**src/rtl/strobe_capture_pkg.sv**
```systemverilog
// Shared types and constants for the strobe capture bank.
// Imported by the per-channel cell and the top-level bank.
package strobe_capture_pkg;

  typedef enum logic {
    MODE_LEVEL = 1'b0,
    MODE_EDGE  = 1'b1
  } cap_mode_e;

  // All ones after reset so a strobe already high at release is not an edge
  localparam logic CTL_RST = 1'b1;

endpackage

```
**src/rtl/strobe_capture_cell.sv**
```systemverilog
// One storage channel: either a registered level-sensitive latch or a rising-strobe capture
// register, with a one-cycle capture pulse and a saturating capture counter.
module strobe_capture_cell
  import strobe_capture_pkg::*;
#(
  parameter int WIDTH = 8,
  parameter int CNT_W = 8
) (
  input  logic             clk,
  input  logic             rst_n,
  input  cap_mode_e        mode_i,
  input  logic             ctl_i,
  input  logic [WIDTH-1:0] data_i,
  input  logic             clr_cnt_i,
  output logic [WIDTH-1:0] q_o,
  output logic             cap_pulse_o,
  output logic [CNT_W-1:0] cap_cnt_o
);

  localparam logic [CNT_W-1:0] CNT_MAX = {CNT_W{1'b1}};

  logic [WIDTH-1:0] q_q, q_d;
  logic             ctl_q, ctl_d;
  logic             pulse_q, pulse_d;
  logic [CNT_W-1:0] cnt_q, cnt_d;
  logic             level_evt;
  logic             edge_evt;
  logic             evt;

  // Level mode only counts a refresh that actually changes the stored value
  assign level_evt = !ctl_i && (data_i != q_q);
  assign edge_evt  = ctl_i && !ctl_q;
  assign evt       = (mode_i == MODE_EDGE) ? edge_evt : level_evt;

  always_comb begin
    q_d     = q_q;
    ctl_d   = ctl_i;
    pulse_d = evt;
    cnt_d   = cnt_q;
    if (evt) begin
      q_d = data_i;
    end
    // Clear wins over a coincident event; the data still moves
    if (clr_cnt_i) begin
      cnt_d = '0;
    end else if (evt && (cnt_q != CNT_MAX)) begin
      cnt_d = cnt_q + CNT_W'(1);
    end
  end

  always_ff @(posedge clk or negedge rst_n) begin
    if (!rst_n) begin
      q_q     <= '0;
      ctl_q   <= CTL_RST;
      pulse_q <= 1'b0;
      cnt_q   <= '0;
    end else begin
      q_q     <= q_d;
      ctl_q   <= ctl_d;
      pulse_q <= pulse_d;
      cnt_q   <= cnt_d;
    end
  end

  assign q_o         = q_q;
  assign cap_pulse_o = pulse_q;
  assign cap_cnt_o   = cnt_q;

endmodule

```
**src/rtl/strobe_capture_bank.sv**
```systemverilog
// Bank of CHANNELS independent capture cells; unpacks the flat input buses per channel
// and repacks q, pulse and count outputs with channel c at [c*W +: W].
module strobe_capture_bank
  import strobe_capture_pkg::*;
#(
  parameter int WIDTH    = 8,
  parameter int CHANNELS = 4,
  parameter int CNT_W    = 8
) (
  input  logic                      clk,
  input  logic                      rst_n,
  input  logic [CHANNELS-1:0]       mode_i,
  input  logic [CHANNELS-1:0]       ctl_i,
  input  logic [CHANNELS*WIDTH-1:0] data_i,
  input  logic                      clr_cnt_i,
  output logic [CHANNELS*WIDTH-1:0] q_o,
  output logic [CHANNELS-1:0]       cap_pulse_o,
  output logic [CHANNELS*CNT_W-1:0] cap_cnt_o
);

  for (genvar c = 0; c < CHANNELS; c++) begin : g_ch
    strobe_capture_cell #(
      .WIDTH (WIDTH),
      .CNT_W (CNT_W)
    ) u_cell (
      .clk         (clk),
      .rst_n       (rst_n),
      .mode_i      (cap_mode_e'(mode_i[c])),
      .ctl_i       (ctl_i[c]),
      .data_i      (data_i[c*WIDTH +: WIDTH]),
      .clr_cnt_i   (clr_cnt_i),
      .q_o         (q_o[c*WIDTH +: WIDTH]),
      .cap_pulse_o (cap_pulse_o[c]),
      .cap_cnt_o   (cap_cnt_o[c*CNT_W +: CNT_W])
    );
  end

endmodule

```
**config.mk**
```make
export PLATFORM = sky130hd
export DESIGN_NAME = strobe_capture_bank
export DESIGN_NICKNAME = d
export VERILOG_FILES = /design/src/rtl/strobe_capture_pkg.sv /design/src/rtl/strobe_capture_cell.sv /design/src/rtl/strobe_capture_bank.sv
export SDC_FILE = /design/constraint.sdc
export NUM_CORES = 1
export LEC_CHECK = 0
export CORE_MARGIN = 1
export CORE_UTILIZATION = 45
export CTS_BUF_LIST = sky130_fd_sc_hd__clkbuf_8
export DETAILED_ROUTE_END_ITERATION = 7
export PLACE_DENSITY = 0.77
export SETUP_SLACK_MARGIN = 0.2
export SKIP_LAST_GASP = 1
export SLEW_MARGIN = 10
export SYNTH_ARGS = -nofsm -noshare
export SYNTH_HDL_FRONTEND = slang
export SYNTH_SLANG_ARGS = --single-unit
```
**constraint.sdc**
```tcl
create_clock -name clk -period 2.8 [get_ports clk]
set_clock_uncertainty 0.2 [all_clocks]
set_input_delay 0.56 -clock clk [delete_from_list [all_inputs] [get_ports clk]]
set_output_delay 0.56 -clock clk [all_outputs]
set_load 0.02 [all_outputs]
```
run_1/layer_met4.png
Scale: 6 px per um. Supply wires on this layer in grey.
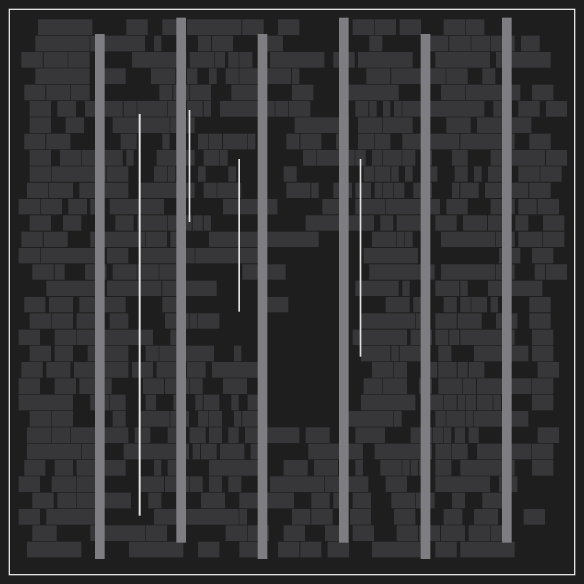
The layer holds 1.8% of the routed length. The layer carries 143 um of wire.
vias post-DR: 3057
drt total wl: 8060 um

run_1/clocks.png
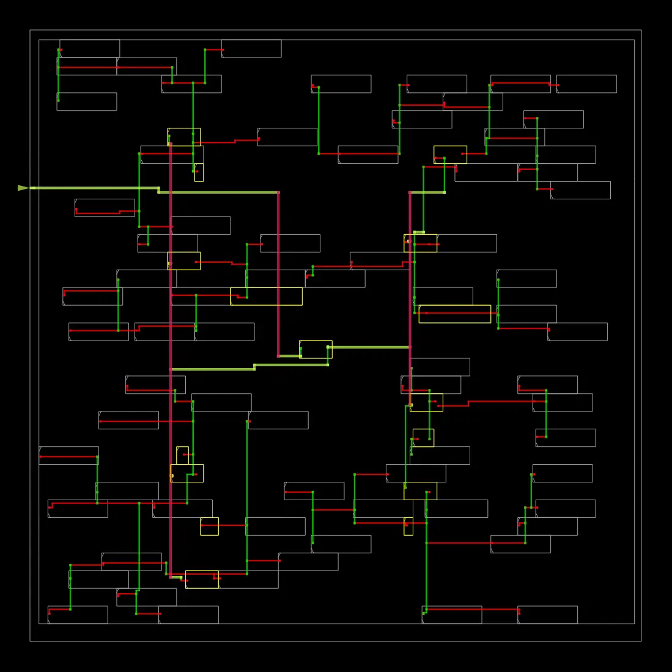
Num CTS Buffers: 9
clock buf count: 9
Flops: 72
clk_lat worst skew: 0.34 ns
clk sinks: 72

==> GITHUB_STEP_SUMMARY, run 1 <==
## Synthesis and layout report

| Metric | Value |
|---|---|
| Outcome | complete, no violations |
| Pwr Total | 2.73 mW |
| Leak Pwr | 2.16 nW |
| Sw frac | 28.1% |
| Ao+oa area frac | 8.77% |
| Commonest Layout Cell | clkdlybuf4s50_1 |
| Seq area share | 34.4% |
| CP max FO | 9 |
| Worst EP arrival | 2.37 ns |
| Hold Buf Count CTS | 1 |
| First-pass GRT wire length | 13400 um |
| Rows | 33 |
| Register area | 0.00181 sq mm |
| Share of flip-flops with an asynchronous set or reset | 100% |
| PortBufs | 110 |
| Max-area cell class | combinational gates |
| R2r endpoint | g_ch[1].u_cell.cap_cnt_o[7]$_DFFE_PN0P_ |
| Peak supply drop | 307 uV |
| ClkCell Share | 4.05% |
| Post-layout period usage | 84.2% |
| Finished Layout Cells | 569 |
| Sw Pwr | 0.770 mW |
| Post-route setup TNS | 0 ns |
| Syn_nets | 391 |
| WL met3 | 661 um |
| Area after DPL | 0.00503 sq mm |
| Worst Hold Launch | g_ch[0].u_cell.q_o[2]$_DFFE_PN0P_ |
| Synth-to-layout area growth | 37.9% |
| ANT nets after route | 0 |
| Reg-to-reg slack, setup | 0.60 ns |
| Largest Pwr Group | sequential cells |
| Commonest flop | dfrtp_1 |
| Antenna cells | 0 |
| Synth flops | 72 |
| Area share, top type | 44.7% |
| Final Setup Violations | 0 |
| Number of enable flip-flop cells | 0 |
| Slew @ Worst Pin | 0.525 ns |
| Post-route DRC | 0 |
| CTS resizes | 0 |
| Met1 wire length | 3470 um |
| P_clk | 0.888 mW |
| Width of the die | 94.0 um |
| N_taps | 105 |
| Crit path max-delay family | buffers and inverters |
| Crit-path cells | clkdlybuf4s50_1 -> xnor2_1 -> nand4_1 -> o21ai_1 -> nand2_1 -> mux2_1 |
| Initial core utilization | 46.3% |
| Postcts setup bufs | 0 |
| Signal buffers share of area | 22.0% |
| Worst Path Required | 2.82 ns |
| WS Path Type | input port to register |
| Clock transition at path regs | 0.08 ns |
| Synth top area cells | dfrtp_1 (45%), mux2_1 (17%), xnor2_1 (7.4%) |
| Synth warnings | 0 |
| Max Slew Vio Count | 0 |
| XOR Share, Synth | 7.36% |
| Fill count | 693 |
| Htree depth | 3 |
| Critical Path Sink | g_ch[3].u_cell.q_o[7]$_DFFE_PN0P_ |
| Log Warnings | 26 |
| Core Util, Final | 63.9% |
| Layout cells sized above 1 | 6.90% |
| Cell depth of the worst setup path | 6 |
| Worst setup EP type | register |
| Non-CTS buffers | 115 |
| Top cells by count | dfrtp_1 (68), mux2_1 (56), xnor2_1 (32) |
| Clock Path Buffers | 2 |
| Die height | 94.0 um |
| CP startpoint | data_i[25] |
| Max_cap viols | 0 |
| Setup WS pre-CTS | 0.132 ns |
| CP max stage cell | clkdlybuf4s50_1 |
| Logic gate share of total power | 23.2% |
| Placer Congestion | 0.831 |
| Final net count | 506 |
| Grt met3 use | 5.91% |
| Area of the core | 0.00822 sq mm |
| Detailed Routing Iterations Pass 1 | 4 |
| Min-delay worst type | register to register |
| Routed vias/inst | 5.37 |
| Dpl cells | 552 |
| Syn avg cell area | 11.1 sq um |
| Combinational share of cell area | 36.2% |
| Ports | 111 |
| Initial antenna violation count | 0 |
| Max_slew headroom | 65.0% |
| Hold slack | 0.340 ns |
| Largest area contributor in the synthesized netlist | dfrtp_1 |
| Cell area after synthesis | 0.00381 sq mm |
| Comb area | 0.00190 sq mm |
| Hold Path Sink | g_ch[0].u_cell.q_o[2]$_DFFE_PN0P_ |
| Simple share | 14.9% |
| Adder Area Share | 1.31% |
| Crit path time final | 2.36 ns |
| DRT iter0 DRCs | 103 |
| R2R Path Start | g_ch[1].u_cell.cap_cnt_o[0]$_DFFE_PN0P_ |
| M2 GR Usage | 31.8% |
| Buf/Inv on CP | 1 |
| Hold Violations, Final | 0 |
| Syn Inst Count | 344 |
| Number of cells in Yosys stat | 344 |
| Sequential power | 1.21 mW |
| Main logic family after synthesis | multiplexers |
| Clock Power Share | 32.5% |
| Top Layer Used | met4 |
| Max stage delay on crit path | 0.50 ns |
| Setup WS post-layout | 0.441 ns |
| Worst Hold Depth | 1 |
| Synth Seq Share | 47.5% |
| Synth unique cells | 35 |
| Internal cell power | 1.96 mW |
| Largest net degree at the start of global routing | 37 |
| CTS tree | done |
| Combinational Power | 0.634 mW |
| Vias in the first global route | 2983 |
| Setup crit start kind | input port |
| Final Cell Area | 0.00525 sq mm |
| Sequential power share | 44.4% |
| Top cells excl fill/tap | clkdlybuf4s50_1 (108), dfrtp_1 (68), mux2_1 (56), xnor2_1 (32), nor2_1 (30) |
| Number of non-clock inverters | 11 |
| YS chip area | 0.00381 sq mm |
run_1/wires.png
Scale: 4 px per um.
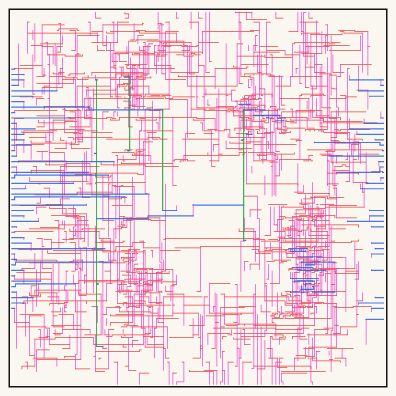
Key: red = metal 1 [wire length 3470 um]; blue = metal 3 [wire length 661 um]; green = metal 4 [wire length 143 um]; magenta = metal 2 [wire length 3790 um]
GRT Util Overall: 19.5%
WL/cell: 14.2 um

==> run 2: changes to the inputs <==
Settings changed: CORE_UTILIZATION 45 to 44, PLACE_DENSITY 0.77 to 0.79.
Clock period 2.8 ns to 2.1 ns, I/O delays scaled along.
==> run 2 against run 1 <==
  * First-iteration DRC count decreased by 7.8%
  * Setup slack got worse by 0.40 ns
  * Global-route usage decreased by 0.46 points
  * Clock power increased by 37%
  * Via count increased by 3.4%
  * Sequential cell count unchanged
  * Largest cell class unchanged
==> GITHUB_STEP_SUMMARY, run 2 <==
## Synthesis and layout report

| Metric | Value |
|---|---|
| Antenna cells | 0 (unchanged) |
| FMAX | 487 MHz |
| Met1 wire length | 3610 um (was 3470 um) |
| Most frequent cell after synthesis | dfrtp_1 (unchanged) |
| Clock Path Buffers | 2 (unchanged) |
| Top Usage Layer GRT | met2 (unchanged) |
| Rows | 33 (unchanged) |
| Max stage delay on crit path | 0.45 ns (was 0.50 ns) |
| Sw Pwr | 1.07 mW (was 0.770 mW) |
| Synth flops | 72 (unchanged) |
| Top Layer Used | met4 (unchanged) |
| Mux area share | 17.6% (unchanged) |
| Logic gate share of total power | 23.5% (was 23.2%) |
| Combinational share of cell area | 38.6% (was 36.2%) |
| Number of enable flip-flop cells | 0 (unchanged) |
| Htree depth | 3 (unchanged) |
| Critical Path Sink | g_ch[2].u_cell.cap_cnt_o[7]$_DFFE_PN0P_ (was g_ch[3].u_cell.q_o[7]$_DFFE_PN0P_) |
| Simple share | 14.9% (unchanged) |
| Postcts setup bufs | 4 (was 0) |
| Num CTS Buffers | 9 (unchanged) |
| Largest area contributor in the synthesized netlist | dfrtp_1 (unchanged) |
| Cell depth of the worst setup path | 6 (unchanged) |
| Synth warnings | 0 (unchanged) |
| Setup WS post-layout | 0.0451 ns (was 0.441 ns) |
| Cell area after synthesis | 0.00381 sq mm (unchanged) |
| Synth top area cells | dfrtp_1 (45%), mux2_1 (17%), xnor2_1 (7.4%) (unchanged) |
| Detailed Routing Iterations Pass 1 | 5 (was 4) |
| Max_slew headroom | 69.6% (was 65.0%) |
| Internal cell power | 2.64 mW (was 1.96 mW) |
| Post-route setup TNS | 0 ns (unchanged) |
| CP max FO | 5 (was 9) |
| Dpl hpwl | 5630 um (was 5800 um) |
| Area after DPL | 0.00522 sq mm (was 0.00503 sq mm) |
| ANT nets after route | 0 (unchanged) |
| Worst setup EP type | register (unchanged) |
| Slew @ Worst Pin | 0.454 ns (was 0.525 ns) |
| Ports | 111 (unchanged) |
| Clk_lat worst skew | 0.34 ns (about the same) |
| Syn Inst Count | 344 (unchanged) |
| Post-layout period usage | 97.9% |
| Comb area | 0.00223 sq mm (was 0.00190 sq mm) |
| Peak supply drop | 485 uV (was 307 uV) |
| M2 GR Usage | 32.6% (was 31.8%) |
| R2R cell count | 6 (unchanged) |
| Post-route DRC | 0 (unchanged) |
| First-pass GRT wire length | 13700 um (was 13400 um) |
| Flops | 72 (unchanged) |
| Number of non-clock inverters | 11 (unchanged) |
| Placer Congestion | 0.805 (was 0.831) |
| Worst EP arrival | 2.07 ns (was 2.37 ns) |
| Crit path max-delay family | simple AND/OR/NAND/NOR gates (was buffers and inverters) |
| WL/cell | 14.4 um (was 14.2 um) |
| R2R Path Start | g_ch[2].u_cell.cap_cnt_o[1]$_DFFE_PN0P_ (was g_ch[1].u_cell.cap_cnt_o[0]$_DFFE_PN0P_) |
| Grt met3 use | 6.62% (was 5.91%) |
| Top cells by count | dfrtp_1 (68), mux2_1 (56), xnor2_1 (32) (unchanged) |
| DRT iter0 DRCs | 95 (was 103) |
| WL met3 | 665 um (was 661 um) |
| Outcome | complete, no violations (unchanged) |
| Final Cell Area | 0.00578 sq mm (was 0.00525 sq mm) |
| Max Slew Vio Count | 0 (unchanged) |
| Die height | 95.0 um (was 94.0 um) |
| Vias post-DR | 3162 (was 3057) |
| Clock Power Share | 33.0% (was 32.5%) |
| Ao+oa area frac | 8.77% (unchanged) |
| WS Path Type | register to register (was input port to register) |
| Main logic family after synthesis | multiplexers (unchanged) |
| Chip Area | 0.00903 sq mm (was 0.00883 sq mm) |
| Number of cells in Yosys stat | 344 (unchanged) |
| CTS resizes | 105 (was 0) |
| Syn avg cell area | 11.1 sq um (unchanged) |
| Leak Pwr | 2.77 nW (was 2.16 nW) |
| Crit path time final | 2.05 ns |
| CTS root buf | clkbuf_8 (unchanged) |
| PD cells | 641 mW/mm^2 (was 521 mW/mm^2) |
| ClkCell Share | 3.83% (was 4.05%) |
| Min-delay worst type | input port to register (was register to register) |
| XOR Share, Synth | 7.36% (unchanged) |
| Clock transition at path regs | 0.09 ns (was 0.08 ns) |
| YS chip area | 0.00381 sq mm (unchanged) |
| Setup crit start kind | register (was input port) |
| Synth-to-layout area growth | 51.8% (was 37.9%) |
| Max_cap viols | 0 (unchanged) |
| Commonest Layout Cell | dlygate4sd2_1 (was clkdlybuf4s50_1) |
| Non-CTS buffers | 146 (was 115) |
| Hold Buf Count CTS | 1 (unchanged) |
| GRT Util Overall | 19.1% (was 19.5%) |
| PortBufs | 110 (unchanged) |
| Largest Pwr Group | sequential cells (unchanged) |
| CP startpoint | g_ch[2].u_cell.cap_cnt_o[1]$_DFFE_PN0P_ (was data_i[25]) |
| Hold slack | 0.153 ns (was 0.340 ns) |
| Hold Path Sink | g_ch[1].u_cell.q_o[5]$_DFFE_PN0P_ (was g_ch[0].u_cell.q_o[2]$_DFFE_PN0P_) |
| Buf/Inv on CP | 0 (was 1) |
| N_taps | 105 (unchanged) |
| Area share, top type | 44.7% (unchanged) |
| Syn_nets | 391 (unchanged) |
| Hold Violations, Final | 0 (unchanged) |
| R2r endpoint | g_ch[2].u_cell.cap_cnt_o[7]$_DFFE_PN0P_ (was g_ch[1].u_cell.cap_cnt_o[7]$_DFFE_PN0P_) |
| P_clk | 1.22 mW (was 0.888 mW) |
| Synth Seq Share | 47.5% (unchanged) |
| Largest net degree at the start of global routing | 73 (was 37) |
| Pwr Total | 3.71 mW (was 2.73 mW) |
| Combinational Power | 0.871 mW (was 0.634 mW) |
| Vias in the first global route | 3091 (was 2983) |
| Initial antenna violation count | 0 (unchanged) |
| Crit-path cells | ha_4 -> nand3_2 -> o2111ai_2 -> or4_4 -> o32ai_4 -> mux2_4 (was clkdlybuf4s50_1 -> xnor2_1 -> nand4_1 -> o21ai_1 -> nand2_1 -> mux2_1) |
| Synth unique cells | 35 (unchanged) |
| Grt ovf | 0 (unchanged) |
| RSZ-0062 raised after global routing | true (was false) |
| Commonest flop | dfrtp_1 (unchanged) |
| Routed wl met2 | 4300 um (was 3790 um) |
| Setup WS pre-CTS | -0.279 ns (was 0.132 ns) |
| Routed vias/inst | 5.26 (was 5.37) |
| Sw frac | 28.7% (was 28.1%) |
| M1 GR Usage | 23.0% (was 23.8%) |
| Worst Hold Launch | data_i[13] (was g_ch[0].u_cell.q_o[2]$_DFFE_PN0P_) |
| Drt total wl | 8630 um (was 8060 um) |
| Final Setup Violations | 0 (unchanged) |
| Log Warnings | 29 (was 26) |
| Top cells excl fill/tap | dlygate4sd2_1 (84), dfrtp_1 (62), mux2_1 (46), xnor2_1 (29), nor2_1 (29) (was clkdlybuf4s50_1 (108), dfrtp_1 (68), mux2_1 (56), xnor2_1 (32), nor2_1 (30)) |
| CTS tree | done (unchanged) |
| Dpl cells | 569 (was 552) |
| Width of the die | 95.0 um (was 94.0 um) |
| Finished Layout Cells | 601 (was 569) |
| Final net count | 538 (was 506) |
| Clock buf count | 10 (was 9) |
| Comb gates | 251 (was 250) |
| Fill count | 633 (was 693) |
| Worst Path Required | 2.12 ns (was 2.82 ns) |
| Share of flip-flops with an asynchronous set or reset | 100% (unchanged) |
| Reg-to-reg slack, setup | 0.05 ns (was 0.60 ns) |
| Max-area cell class | combinational gates (unchanged) |
| Adder Area Share | 1.31% (unchanged) |
| Layout cells sized above 1 | 23.2% (was 6.90%) |
| CP max stage cell | dfrtp_2 (was clkdlybuf4s50_1) |
| Clk sinks | 72 (unchanged) |
| Worst Hold Depth | 2 (was 1) |
| Signal buffers share of area | 23.2% (was 22.0%) |
| Sequential power share | 43.5% (was 44.4%) |
run_2/flops_by_reg.png
Scale: 4 px per um. Other sequential cells in the stronger grey, the rest of the logic in the fainter grey.
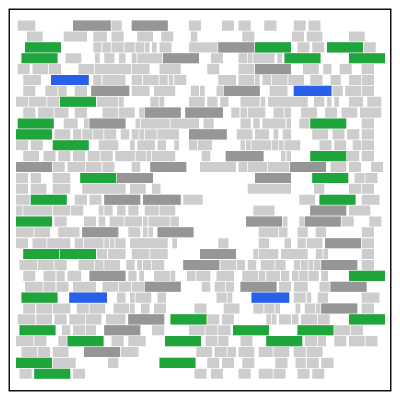
Key: green = g_ch.u_cell.q_o [placed flops 32, where all over the die]; blue = g_ch.u_cell.ctl_q [placed flops 4]
sequential power: 1.61 mW
Seq area share: 31.4%
register area: 0.00181 sq mm
Core Util, Final: 69.6%

run_2/cell_density.png
Scale: 4 px per um. 10 x 10 tiles, from white (low) to dark blue (high), 0 to 100% covered.
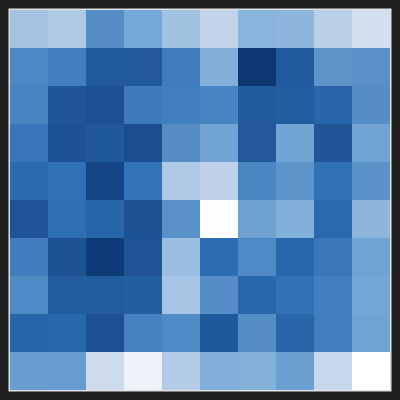
The fullest tile reaches 97%. The mean over all tiles is 63%. The densest ninth of the die: middle left. 2.0% of the tiles are nearly empty. 34% of the tiles are over 75% full.
area of the core: 0.00830 sq mm
initial core utilization: 45.9%

==> run 3: changes to the inputs <==
Settings changed: HOLD_SLACK_MARGIN from default to 0.1.
==> run 3 against run 2 <==
  * Die size did not move
  * Clock power barely moved
  * Sequential cell count did not move
  * Sequential power barely moved
  * Count of clock-buffer cells in the layout did not move
  * Utilization did not move
  * Setup slack did not move
  * Synthesized cell count did not move
  * Fmax did not move
  * Routed wire length did not move
  * Largest cell class unchanged
  * Non-clock buffer count did not move
  * First-iteration DRC count did not move
==> GITHUB_STEP_SUMMARY, run 3 <==
## Synthesis and layout report

| Metric | Value |
|---|---|
| Cell depth of the worst setup path | 6 (unchanged) |
| Top Usage Layer GRT | met2 (unchanged) |
| Flops | 72 (unchanged) |
| Ports | 111 (unchanged) |
| Main logic family after synthesis | multiplexers (unchanged) |
| M2 GR Usage | 32.6% (unchanged) |
| Final Cell Area | 0.00578 sq mm (unchanged) |
| Signal buffers share of area | 23.2% (unchanged) |
| Mux area share | 17.6% (unchanged) |
| CTS resizes | 105 (unchanged) |
| P_clk | 1.22 mW (about the same) |
| Number of cells in Yosys stat | 344 (unchanged) |
| R2R Path Start | g_ch[2].u_cell.cap_cnt_o[1]$_DFFE_PN0P_ (unchanged) |
| Worst setup EP type | register (unchanged) |
| Initial core utilization | 45.9% (unchanged) |
| Synth top area cells | dfrtp_1 (45%), mux2_1 (17%), xnor2_1 (7.4%) (unchanged) |
| Antenna cells | 0 (unchanged) |
| Max_cap viols | 0 (unchanged) |
| Rows | 33 (unchanged) |
| Routed wl met2 | 4300 um (unchanged) |
| Area of the core | 0.00830 sq mm (unchanged) |
| Grt met3 use | 6.62% (unchanged) |
| YS chip area | 0.00381 sq mm (unchanged) |
| RSZ-0062 raised after global routing | true (unchanged) |
| Largest area contributor in the synthesized netlist | dfrtp_1 (unchanged) |
| Clock Path Buffers | 2 (unchanged) |
| Routed vias/inst | 5.26 (unchanged) |
| DRT iter0 DRCs | 95 (unchanged) |
| Seq area share | 31.4% (unchanged) |
| Sw frac | 28.7% (unchanged) |
| Grt ovf | 0 (unchanged) |
| Buf/Inv on CP | 0 (unchanged) |
| Outcome | complete, no violations (unchanged) |
| Max-area cell class | combinational gates (unchanged) |
| Top Layer Used | met4 (unchanged) |
| Ao+oa area frac | 8.77% (unchanged) |
| Critical Path Sink | g_ch[2].u_cell.cap_cnt_o[7]$_DFFE_PN0P_ (unchanged) |
| Clk_lat worst skew | 0.34 ns (about the same) |
| Largest net degree at the start of global routing | 73 (unchanged) |
| PD cells | 641 mW/mm^2 (unchanged) |
| WL/cell | 14.4 um (unchanged) |
| Crit-path cells | ha_4 -> nand3_2 -> o2111ai_2 -> or4_4 -> o32ai_4 -> mux2_4 (unchanged) |
| Vias post-DR | 3162 (unchanged) |
| Combinational Power | 0.871 mW (about the same) |
| Adder Area Share | 1.31% (unchanged) |
| Vias in the first global route | 3091 (unchanged) |
| Hold Violations, Final | 0 (unchanged) |
| Post-route setup TNS | 0 ns (unchanged) |
| XOR Share, Synth | 7.36% (unchanged) |
| Commonest flop | dfrtp_1 (unchanged) |
| Synth flops | 72 (unchanged) |
| Setup crit start kind | register (unchanged) |
| Post-route DRC | 0 (unchanged) |
| Synth unique cells | 35 (unchanged) |
| CTS tree | done (unchanged) |
| Synth Seq Share | 47.5% (unchanged) |
| PortBufs | 110 (unchanged) |
| Combinational share of cell area | 38.6% (unchanged) |
| Log Warnings | 29 (unchanged) |
| Pwr Total | 3.71 mW (unchanged) |
| Slew @ Worst Pin | 0.454 ns (unchanged) |
| First-pass GRT wire length | 13700 um (unchanged) |
| R2r endpoint | g_ch[2].u_cell.cap_cnt_o[7]$_DFFE_PN0P_ (unchanged) |
| Largest Pwr Group | sequential cells (unchanged) |
| Synth-to-layout area growth | 51.8% (unchanged) |
| Comb gates | 251 (unchanged) |
| Internal cell power | 2.64 mW (unchanged) |
| Setup WS post-layout | 0.0451 ns (unchanged) |
| Htree depth | 3 (unchanged) |
| Sw Pwr | 1.07 mW (unchanged) |
| N_taps | 105 (unchanged) |
| Initial antenna violation count | 0 (unchanged) |
| Worst Path Required | 2.12 ns (about the same) |
| Commonest Layout Cell | dlygate4sd2_1 (unchanged) |
| Most frequent cell after synthesis | dfrtp_1 (unchanged) |
| Placer Congestion | 0.805 (unchanged) |
| Worst Hold Launch | data_i[13] (unchanged) |
| Register area | 0.00181 sq mm (unchanged) |
| M1 GR Usage | 23.0% (unchanged) |
| Max_slew headroom | 69.6% (unchanged) |
| Final Setup Violations | 0 (unchanged) |
| Final net count | 538 (unchanged) |
| WS Path Type | register to register (unchanged) |
| Leak Pwr | 2.77 nW (unchanged) |
| Finished Layout Cells | 601 (unchanged) |
| CTS root buf | clkbuf_8 (unchanged) |
| Post-layout period usage | 97.9% (unchanged) |
| Dpl hpwl | 5630 um (unchanged) |
| Drt total wl | 8630 um (unchanged) |
| CP max FO | 5 (unchanged) |
| Simple share | 14.9% (unchanged) |
| Hold Buf Count CTS | 1 (unchanged) |
| Area after DPL | 0.00522 sq mm (unchanged) |
| ClkCell Share | 3.83% (unchanged) |
| Logic gate share of total power | 23.5% (about the same) |
| Synth warnings | 0 (unchanged) |
| GRT Util Overall | 19.1% (unchanged) |
| Core Util, Final | 69.6% (unchanged) |
| Min-delay worst type | input port to register (unchanged) |
| Max Slew Vio Count | 0 (unchanged) |
| Sequential power | 1.61 mW (about the same) |
| Top cells excl fill/tap | dlygate4sd2_1 (84), dfrtp_1 (62), mux2_1 (46), xnor2_1 (29), nor2_1 (29) (unchanged) |
| Sequential power share | 43.5% (about the same) |
| Share of flip-flops with an asynchronous set or reset | 100% (unchanged) |
| Clk sinks | 72 (unchanged) |
| R2R cell count | 6 (unchanged) |
| Worst Hold Depth | 2 (unchanged) |
| Syn Inst Count | 344 (unchanged) |
| FMAX | 487 MHz (unchanged) |
| Setup WS pre-CTS | -0.279 ns (unchanged) |
| Layout cells sized above 1 | 23.2% (unchanged) |
| Cell area after synthesis | 0.00381 sq mm (unchanged) |
| Chip Area | 0.00903 sq mm (unchanged) |
| Crit path max-delay family | simple AND/OR/NAND/NOR gates (unchanged) |
| Comb area | 0.00223 sq mm (unchanged) |
| ANT nets after route | 0 (unchanged) |
| CP startpoint | g_ch[2].u_cell.cap_cnt_o[1]$_DFFE_PN0P_ (unchanged) |
| Hold Path Sink | g_ch[1].u_cell.q_o[5]$_DFFE_PN0P_ (unchanged) |
| Met1 wire length | 3610 um (unchanged) |
| Non-CTS buffers | 146 (unchanged) |
| Max stage delay on crit path | 0.45 ns (about the same) |
| Number of non-clock inverters | 11 (unchanged) |
| Top cells by count | dfrtp_1 (68), mux2_1 (56), xnor2_1 (32) (unchanged) |
| Number of enable flip-flop cells | 0 (unchanged) |
| Clock Power Share | 33.0% (about the same) |
| Reg-to-reg slack, setup | 0.05 ns (about the same) |
| Syn_nets | 391 (unchanged) |
| Postcts setup bufs | 4 (unchanged) |
| Area share, top type | 44.7% (unchanged) |
| Dpl cells | 569 (unchanged) |
| Crit path time final | 2.05 ns (unchanged) |
run_3/flops_by_reg.png
Scale: 4 px per um. Other sequential cells in the stronger grey, the rest of the logic in the fainter grey.
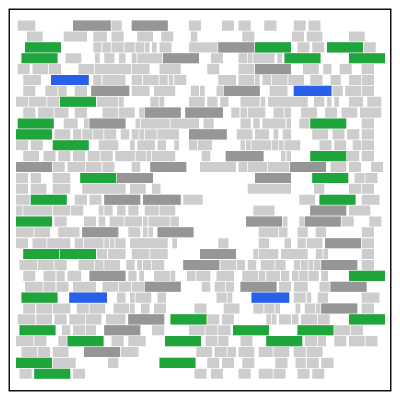
Key: blue = g_ch.u_cell.ctl_q [placed flops 4]; green = g_ch.u_cell.q_o [placed flops 32, where all over the die]

run_3/power_grid.png
Scale: 4 px per um. Pins as bars on the die edge. Tap cells in grey.
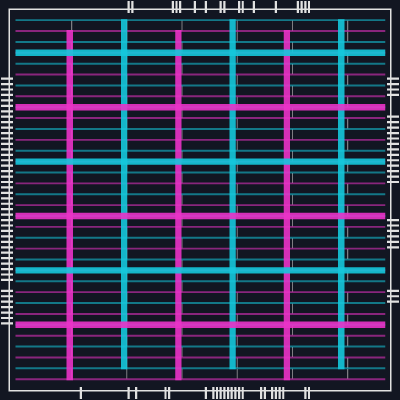
Key: magenta = VSS; cyan = VDD
105 tap cells. 6 straps on met5. 111 signal pins sit on the boundary. The core has 33 rows. 6 straps on met4.
die height: 95.0 um
width of the die: 95.0 um
peak supply drop: 485 uV

Power is estimated from default activity; no workload was simulated.
